===== config.mk =====
export PLATFORM = sky130hd
export DESIGN_NAME = rv_wb_arbiter
export DESIGN_NICKNAME = d
export VERILOG_FILES = /design/src/rtl/rv_wb_pkg.sv /design/src/rtl/rv_wb_timeout.sv /design/src/rtl/rv_wb_arbiter.sv
export SDC_FILE = /design/constraint.sdc
export NUM_CORES = 1
export LEC_CHECK = 0
export CAP_MARGIN = 0
export CORE_AREA = 2 2 111 113
export CTS_CLUSTER_SIZE = 25
export DETAILED_ROUTE_END_ITERATION = 8
export DIE_AREA = 0 0 113 115
export PLACE_DENSITY = 0.72
export SETUP_SLACK_MARGIN = 0.1
export SLEW_MARGIN = 40
export SYNTH_ARGS = -nofsm -noshare
export SYNTH_HDL_FRONTEND = slang
export SYNTH_HIERARCHICAL = 1
export SYNTH_SLANG_ARGS = --single-unit

===== constraint.sdc =====
create_clock -name i_clk -period 4.2 [get_ports i_clk]
set_input_delay 0.42 -clock i_clk [delete_from_list [all_inputs] [get_ports i_clk]]
set_output_delay 0.42 -clock i_clk [all_outputs]
set_load 0.02 [all_outputs]

===== src/rtl/rv_wb_pkg.sv =====
// Shared types and constants for the two-master Wishbone arbiter.
package rv_wb_pkg;

    localparam int unsigned NUM_MASTERS        = 2;
    localparam int unsigned TIMEOUT_CYCLES_DEF = 255;

    typedef enum logic [1:0] {
        ST_IDLE = 2'd0,
        ST_OWN0 = 2'd1,
        ST_OWN1 = 2'd2,
        ST_ERR  = 2'd3
    } arb_state_e;

    typedef logic [0:0] mst_idx_t;

    localparam mst_idx_t MST_M0 = 1'b0;
    localparam mst_idx_t MST_M1 = 1'b1;

    // One-hot vector selecting the given master.
    function automatic logic [NUM_MASTERS-1:0] mst_onehot(input mst_idx_t idx);
        logic [NUM_MASTERS-1:0] oh;
        oh      = '0;
        oh[idx] = 1'b1;
        return oh;
    endfunction

endpackage


===== src/rtl/rv_wb_timeout.sv =====
// Saturating slave-ack wait counter; flags when the wait limit has been reached.
module rv_wb_timeout
    import rv_wb_pkg::*;
#(
    parameter int unsigned TIMEOUT_CYCLES = TIMEOUT_CYCLES_DEF
) (
    input  logic i_clk,
    input  logic i_reset_n,
    input  logic i_clr,
    input  logic i_inc,
    output logic o_at_limit
);

    localparam int unsigned CNT_W = $clog2(TIMEOUT_CYCLES + 1);
    localparam logic [CNT_W-1:0] LIMIT = CNT_W'(TIMEOUT_CYCLES);

    logic [CNT_W-1:0] cnt_q;
    logic [CNT_W-1:0] cnt_d;

    // Next count: clear has priority, increment stops at the limit so it never wraps.
    always_comb begin
        if (i_clr) begin
            cnt_d = '0;
        end else if (i_inc && (cnt_q != LIMIT)) begin
            cnt_d = cnt_q + CNT_W'(1);
        end else begin
            cnt_d = cnt_q;
        end
    end

    // Counter register.
    always_ff @(posedge i_clk or negedge i_reset_n) begin
        if (!i_reset_n) begin
            cnt_q <= '0;
        end else begin
            cnt_q <= cnt_d;
        end
    end

    assign o_at_limit = (cnt_q == LIMIT);

endmodule


===== src/rtl/rv_wb_arbiter.sv =====
// Two-master round-robin Wishbone arbiter with burst locking and ack timeout.
module rv_wb_arbiter
    import rv_wb_pkg::*;
#(
    parameter int unsigned TIMEOUT_CYCLES = TIMEOUT_CYCLES_DEF
) (
    input  logic        i_clk,
    input  logic        i_reset_n,
    input  logic [1:0]  i_m_cyc,
    input  logic [1:0]  i_m_stb,
    input  logic [1:0]  i_m_we,
    input  logic [7:0]  i_m_sel,
    input  logic [63:0] i_m_adr,
    input  logic [63:0] i_m_dat,
    output logic [31:0] o_m_dat,
    output logic [1:0]  o_m_ack,
    output logic [1:0]  o_m_err,
    output logic        o_s_cyc,
    output logic        o_s_stb,
    output logic        o_s_we,
    output logic [3:0]  o_s_sel,
    output logic [31:0] o_s_adr,
    output logic [31:0] o_s_dat,
    input  logic [31:0] i_s_dat,
    input  logic        i_s_ack,
    output logic [1:0]  o_grant
);

    arb_state_e state_q, state_d;
    mst_idx_t   last_q, last_d;
    logic [1:0] grant_q, grant_d;
    logic [1:0] err_q, err_d;

    logic       own_s;
    mst_idx_t   own_idx_s;
    logic       own_cyc_s;
    logic       own_stb_s;
    mst_idx_t   win_s;
    logic       at_limit_s;
    logic       fire_s;

    // Decode whether a master currently owns the bus, and which one.
    always_comb begin
        own_s     = 1'b0;
        own_idx_s = MST_M0;
        case (state_q)
            ST_OWN0: begin
                own_s     = 1'b1;
                own_idx_s = MST_M0;
            end
            ST_OWN1: begin
                own_s     = 1'b1;
                own_idx_s = MST_M1;
            end
            default: begin
                own_s     = 1'b0;
                own_idx_s = MST_M0;
            end
        endcase
    end

    assign own_cyc_s = i_m_cyc[own_idx_s];
    assign own_stb_s = i_m_stb[own_idx_s];

    // Round-robin pick: on contention the master not granted last time wins.
    always_comb begin
        if (i_m_cyc == 2'b11) begin
            win_s = ~last_q;
        end else if (i_m_cyc[1]) begin
            win_s = MST_M1;
        end else begin
            win_s = MST_M0;
        end
    end

    rv_wb_timeout #(
        .TIMEOUT_CYCLES(TIMEOUT_CYCLES)
    ) u_timeout (
        .i_clk     (i_clk),
        .i_reset_n (i_reset_n),
        .i_clr     (~own_s | i_s_ack | ~own_stb_s),
        .i_inc     (own_s & own_stb_s & ~i_s_ack),
        .o_at_limit(at_limit_s)
    );

    // An ack in the limit cycle wins over the timeout.
    assign fire_s = own_s & own_stb_s & ~i_s_ack & at_limit_s;

    // Next-state, grant and error computation.
    always_comb begin
        state_d = state_q;
        last_d  = last_q;
        grant_d = grant_q;
        err_d   = 2'b00;
        case (state_q)
            ST_IDLE: begin
                if (i_m_cyc != 2'b00) begin
                    state_d = (win_s == MST_M1) ? ST_OWN1 : ST_OWN0;
                    last_d  = win_s;
                    grant_d = mst_onehot(win_s);
                end else begin
                    grant_d = 2'b00;
                end
            end
            ST_OWN0, ST_OWN1: begin
                if (!own_cyc_s) begin
                    state_d = ST_IDLE;
                    grant_d = 2'b00;
                end else if (fire_s) begin
                    state_d = ST_ERR;
                    grant_d = 2'b00;
                    err_d   = mst_onehot(own_idx_s);
                end else begin
                    state_d = state_q;
                end
            end
            ST_ERR: begin
                state_d = ST_IDLE;
                grant_d = 2'b00;
            end
            default: begin
                state_d = ST_IDLE;
                grant_d = 2'b00;
            end
        endcase
    end

    // Arbitration FSM with registered grant and error outputs.
    always_ff @(posedge i_clk or negedge i_reset_n) begin
        if (!i_reset_n) begin
            state_q <= ST_IDLE;
            last_q  <= MST_M1;
            grant_q <= 2'b00;
            err_q   <= 2'b00;
        end else begin
            state_q <= state_d;
            last_q  <= last_d;
            grant_q <= grant_d;
            err_q   <= err_d;
        end
    end

    // Slave-side mux and ack routing; everything quiet when nobody owns the bus.
    always_comb begin
        if (own_s) begin
            o_s_cyc = own_cyc_s;
            o_s_stb = own_stb_s;
            o_s_we  = i_m_we[own_idx_s];
            o_s_sel = (own_idx_s == MST_M1) ? i_m_sel[7:4]   : i_m_sel[3:0];
            o_s_adr = (own_idx_s == MST_M1) ? i_m_adr[63:32] : i_m_adr[31:0];
            o_s_dat = (own_idx_s == MST_M1) ? i_m_dat[63:32] : i_m_dat[31:0];
            o_m_ack = (own_idx_s == MST_M1) ? {i_s_ack, 1'b0} : {1'b0, i_s_ack};
        end else begin
            o_s_cyc = 1'b0;
            o_s_stb = 1'b0;
            o_s_we  = 1'b0;
            o_s_sel = 4'h0;
            o_s_adr = 32'h0000_0000;
            o_s_dat = 32'h0000_0000;
            o_m_ack = 2'b00;
        end
    end

    assign o_m_dat = i_s_dat;
    assign o_grant = grant_q;
    assign o_m_err = err_q;

endmodule


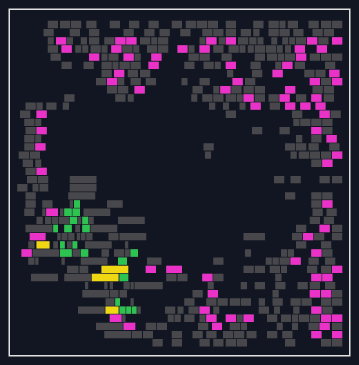
**Above:** gate families picked out.
(3 px per µm)
- mux cells: magenta (cells 76; most used mux2i_1; where widely spread)
- aoi and oai cells: green (cells 19; most used a21oi_1)
- fa/ha/maj cells: yellow (cells 4)

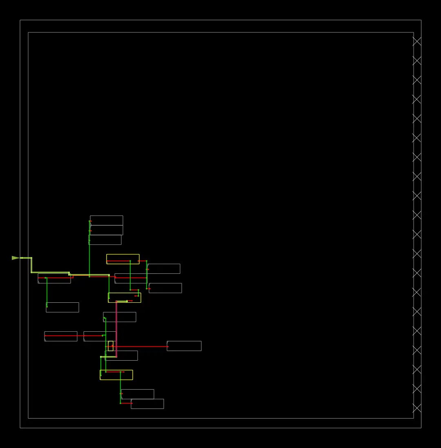
**Above:** clock wiring as the flow saved it.
final worst clock skew: 0.001757 ns
total clock network power: 0.184 mW
CTS Buf Count: 3

==> run summary <==
status -> finished with violations
violations in the final reports -> DRC
synth unique cells -> 38
cells on worst reg2reg path -> 9
number of buffer and inverter instances along the worst setup path -> 3
vias in the first global route -> 2592
maximum number of pins on one net before global-route repair -> 67
destination of the critical timing path -> o_s_adr[28]
number of nets with antenna violations after detailed routing -> 0
fraction of final layout cells with drive strength greater than 1 -> 3.965%
clock transition at the register clock pins on the worst setup and hold paths after CTS -> 0.05 ns
detail-routed via count per cell -> 4.364
number of sinks driven by the clock tree -> 15
cell depth of the worst setup path -> 6
endpoints failing setup -> 0
Die H -> 115 µm
number of ports placed on the die boundary -> 286
cell count in the Yosys report -> 276
launch point of the worst path -> state_q[0]
# nets final -> 636
post-synthesis sequential area ratio -> 15.88%
class of the tightest hold or removal check -> flip-flop to flip-flop
Setup Slack @ Placement -> 1.327 ns
Design Area, Final -> 4567 µm²
peak ir drop on the vdd network -> 0.2907 mV
area fraction in full adders, half adders and majority gates -> 2.111%
placed instance area -> 4488 µm²
worst-skew pair later-pin latency -> 0.24 ns
Register-to-Register Setup Slack -> 1.38 ns
Crit path arrival time -> 2.68 ns
relative slew slack -> 52.36%
post-layout period usage of the worst path -> 73.89%
Synth Area in Simple Gates -> 28.18%
flip-flops with a built-in enable -> 0
root buf cell -> clkbuf_16
Wirelength per Cell -> 17.01 µm
total wire length after detailed routing -> 10220 µm
transition time at the pin with the least slew margin -> 0.7124 ns
Pre-Repair DR Iteration Count -> 6
net count after synthesis -> 457
Largest Register -> u_timeout/cnt_q
min Tclk post-route -> 3.103 ns
type of element capturing the critical path -> primary output
end of the worst register-to-register path -> u_timeout/cnt_q[7]
area added between synthesis and finish -> 92.61%
count of input and output buffers -> 221
Most used DFF post-synth -> dfrtp_1
cell-by-cell listing of the critical path -> inv_1 > ha_4 > buf_12 > mux2i_1 > nor2b_1 > clkdlybuf4s50_1
final tally of max-slew violations -> 0
Hold Vio Cnt, Final -> 0
cell family with the largest share of critical-path delay -> buffers and inverters
final-layout setup total negative slack -> 0 ns
initial standard-cell utilization of the core -> 20.07%
Finished Layout Cells -> 601
crit path DRT -> 3.78 ns
CP startpoint kind -> flip-flop
number of antenna violations at the first check in global routing -> 0
unrepaired setup endpoints after global routing -> false
number of warnings the tools reported -> 28
number of standard-cell rows in the floorplan -> 40
portion of synthesized cell area occupied by the leading cell type -> 29.97%
slowest stage cell, crit path -> clkdlybuf4s50_1
H-tree lvl count -> 1
# DRC -> 20
share of synthesized area spent on multiplexers -> 32.66%
CTS-repair resized insts -> 0
Post-Route Hold Slack -> 0.4847 ns
count of yosys warnings during synthesis -> 6
average size of a mapped cell -> 8.591 µm²
launch point of the worst reg-to-reg path -> state_q[0]
most numerous cell types in the synthesized netlist -> mux2i_1, nor2b_1, buf_4
most common cell after layout, fill and taps aside -> clkdlybuf4s50_1
Seq cells post-synth -> 15
upper clock frequency limit -> 0.3222 GHz
Top cells excl fill/tap -> clkdlybuf4s50_1, mux2i_1, nor2b_1, dfrtp_1, nand2_1
clock tree buffer depth -> 2
XOR/XNOR Fraction of Synth Area -> 0%
Worst Hold Endpoint -> o_grant[0]
vias -> 2623
number of DRC markers after the initial detailed-route iteration -> 84
Total GRT Usage -> 13.91%
type of the setup path with the least slack -> flip-flop to primary output
cells taking the most area after synthesis -> mux2i_1, nor2b_1, dfrtp_1
diode count -> 0
number of setup buffers added after CTS -> 0
cell type with the largest total area -> mux2i_1
fraction of registers with async set or reset after synthesis -> 100.0%
hold-critical path depth -> 1
global-route wire length before repair -> 14360 µm
max_cap viols -> 0
remaining global-route overflow -> 0
post-layout util -> 38.67%
DPL Wire Length -> 8353 µm
critical path peak fanout -> 45
Die W -> 113 µm
placed insts -> 597
Max stage delay on crit path -> 0.56 ns
hold_sp -> o_grant[0]
AND-OR/OR-AND share of the synthesized area -> 6.227%
power density over the cells -> 677.5 nW/µm²
static leakage -> 1.703 nW
cell area after synthesis -> 2371 µm²
CTS tree -> done
Largest register FFs -> 8
Chip Area, Yosys -> 2371 µm²
number of instances in the synthesized netlist -> 276
Power Total -> 3.094 mW
routability congestion estimate from global placement -> 0.8359
count of hold buffers inserted by post-cts repair -> 0
Logic family by area -> multiplexers
Final Worst Setup Slack -> 1.097 ns
total core area -> 11810 µm²
area of the chip -> 13000 µm²
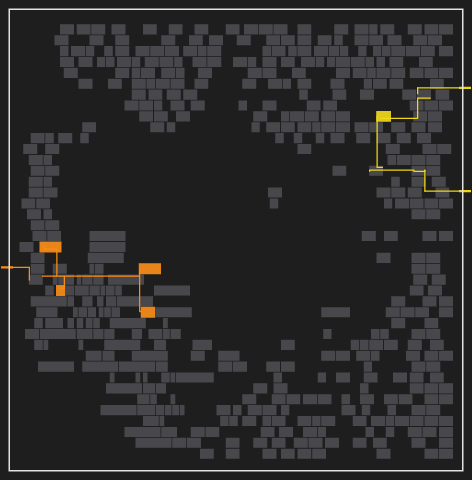
**Above:** wires at chosen ports, followed through buffers.
(4 px per µm)
- i_s_ack: orange (bits 1; direction input; edge west; end cells 5; buffers 1; wire 57.7 µm)
- i_m_we: yellow (bits 2; direction input; edge east; end cells 1; buffers 2; wire 73.2 µm)

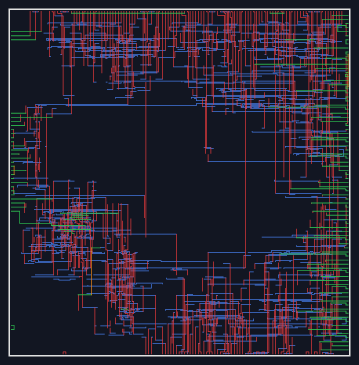
**Above:** metal layers overlaid.
(3 px per µm)
- M1: blue (wire length 4060 µm)
- M4: orange (wire length 29.2 µm)
- M2: red (wire length 5200 µm)
- M3: green (wire length 938 µm)

-- final cells by class --
class / count / area, µm²
fill: 1175 / 7244
tap: 147 / 183.9
sequential: 15 / 376.6
multi-input combinational: 206 / 1665
inverter: 6 / 22.52
timing repair buffer: 223 / 2240
clock buffer: 4 / 78.83
-- power by group --
part | internal, mW | switching (mW) | total (mW) | leakage, nW
registers | 0.172 | 0.0173 | 0.189 | 0.202
logic | 1.37 | 1.35 | 2.72 | 1.46
clock network | 0.128 | 0.0553 | 0.184 | 0.0382
-- routing by layer --
layer | global-route usage, % | vias to the layer above | share of wire [%]
met5 | 0 | - | 0
met1 | 17.32 | 1224 | 40
met3 | 2.952 | 6 | 9.2
met2 | 25.47 | 121 | 51
li1 | - | 1272 | -
met4 | 1.626 | 0 | 0.28
Power and IR drop assume default switching activity.
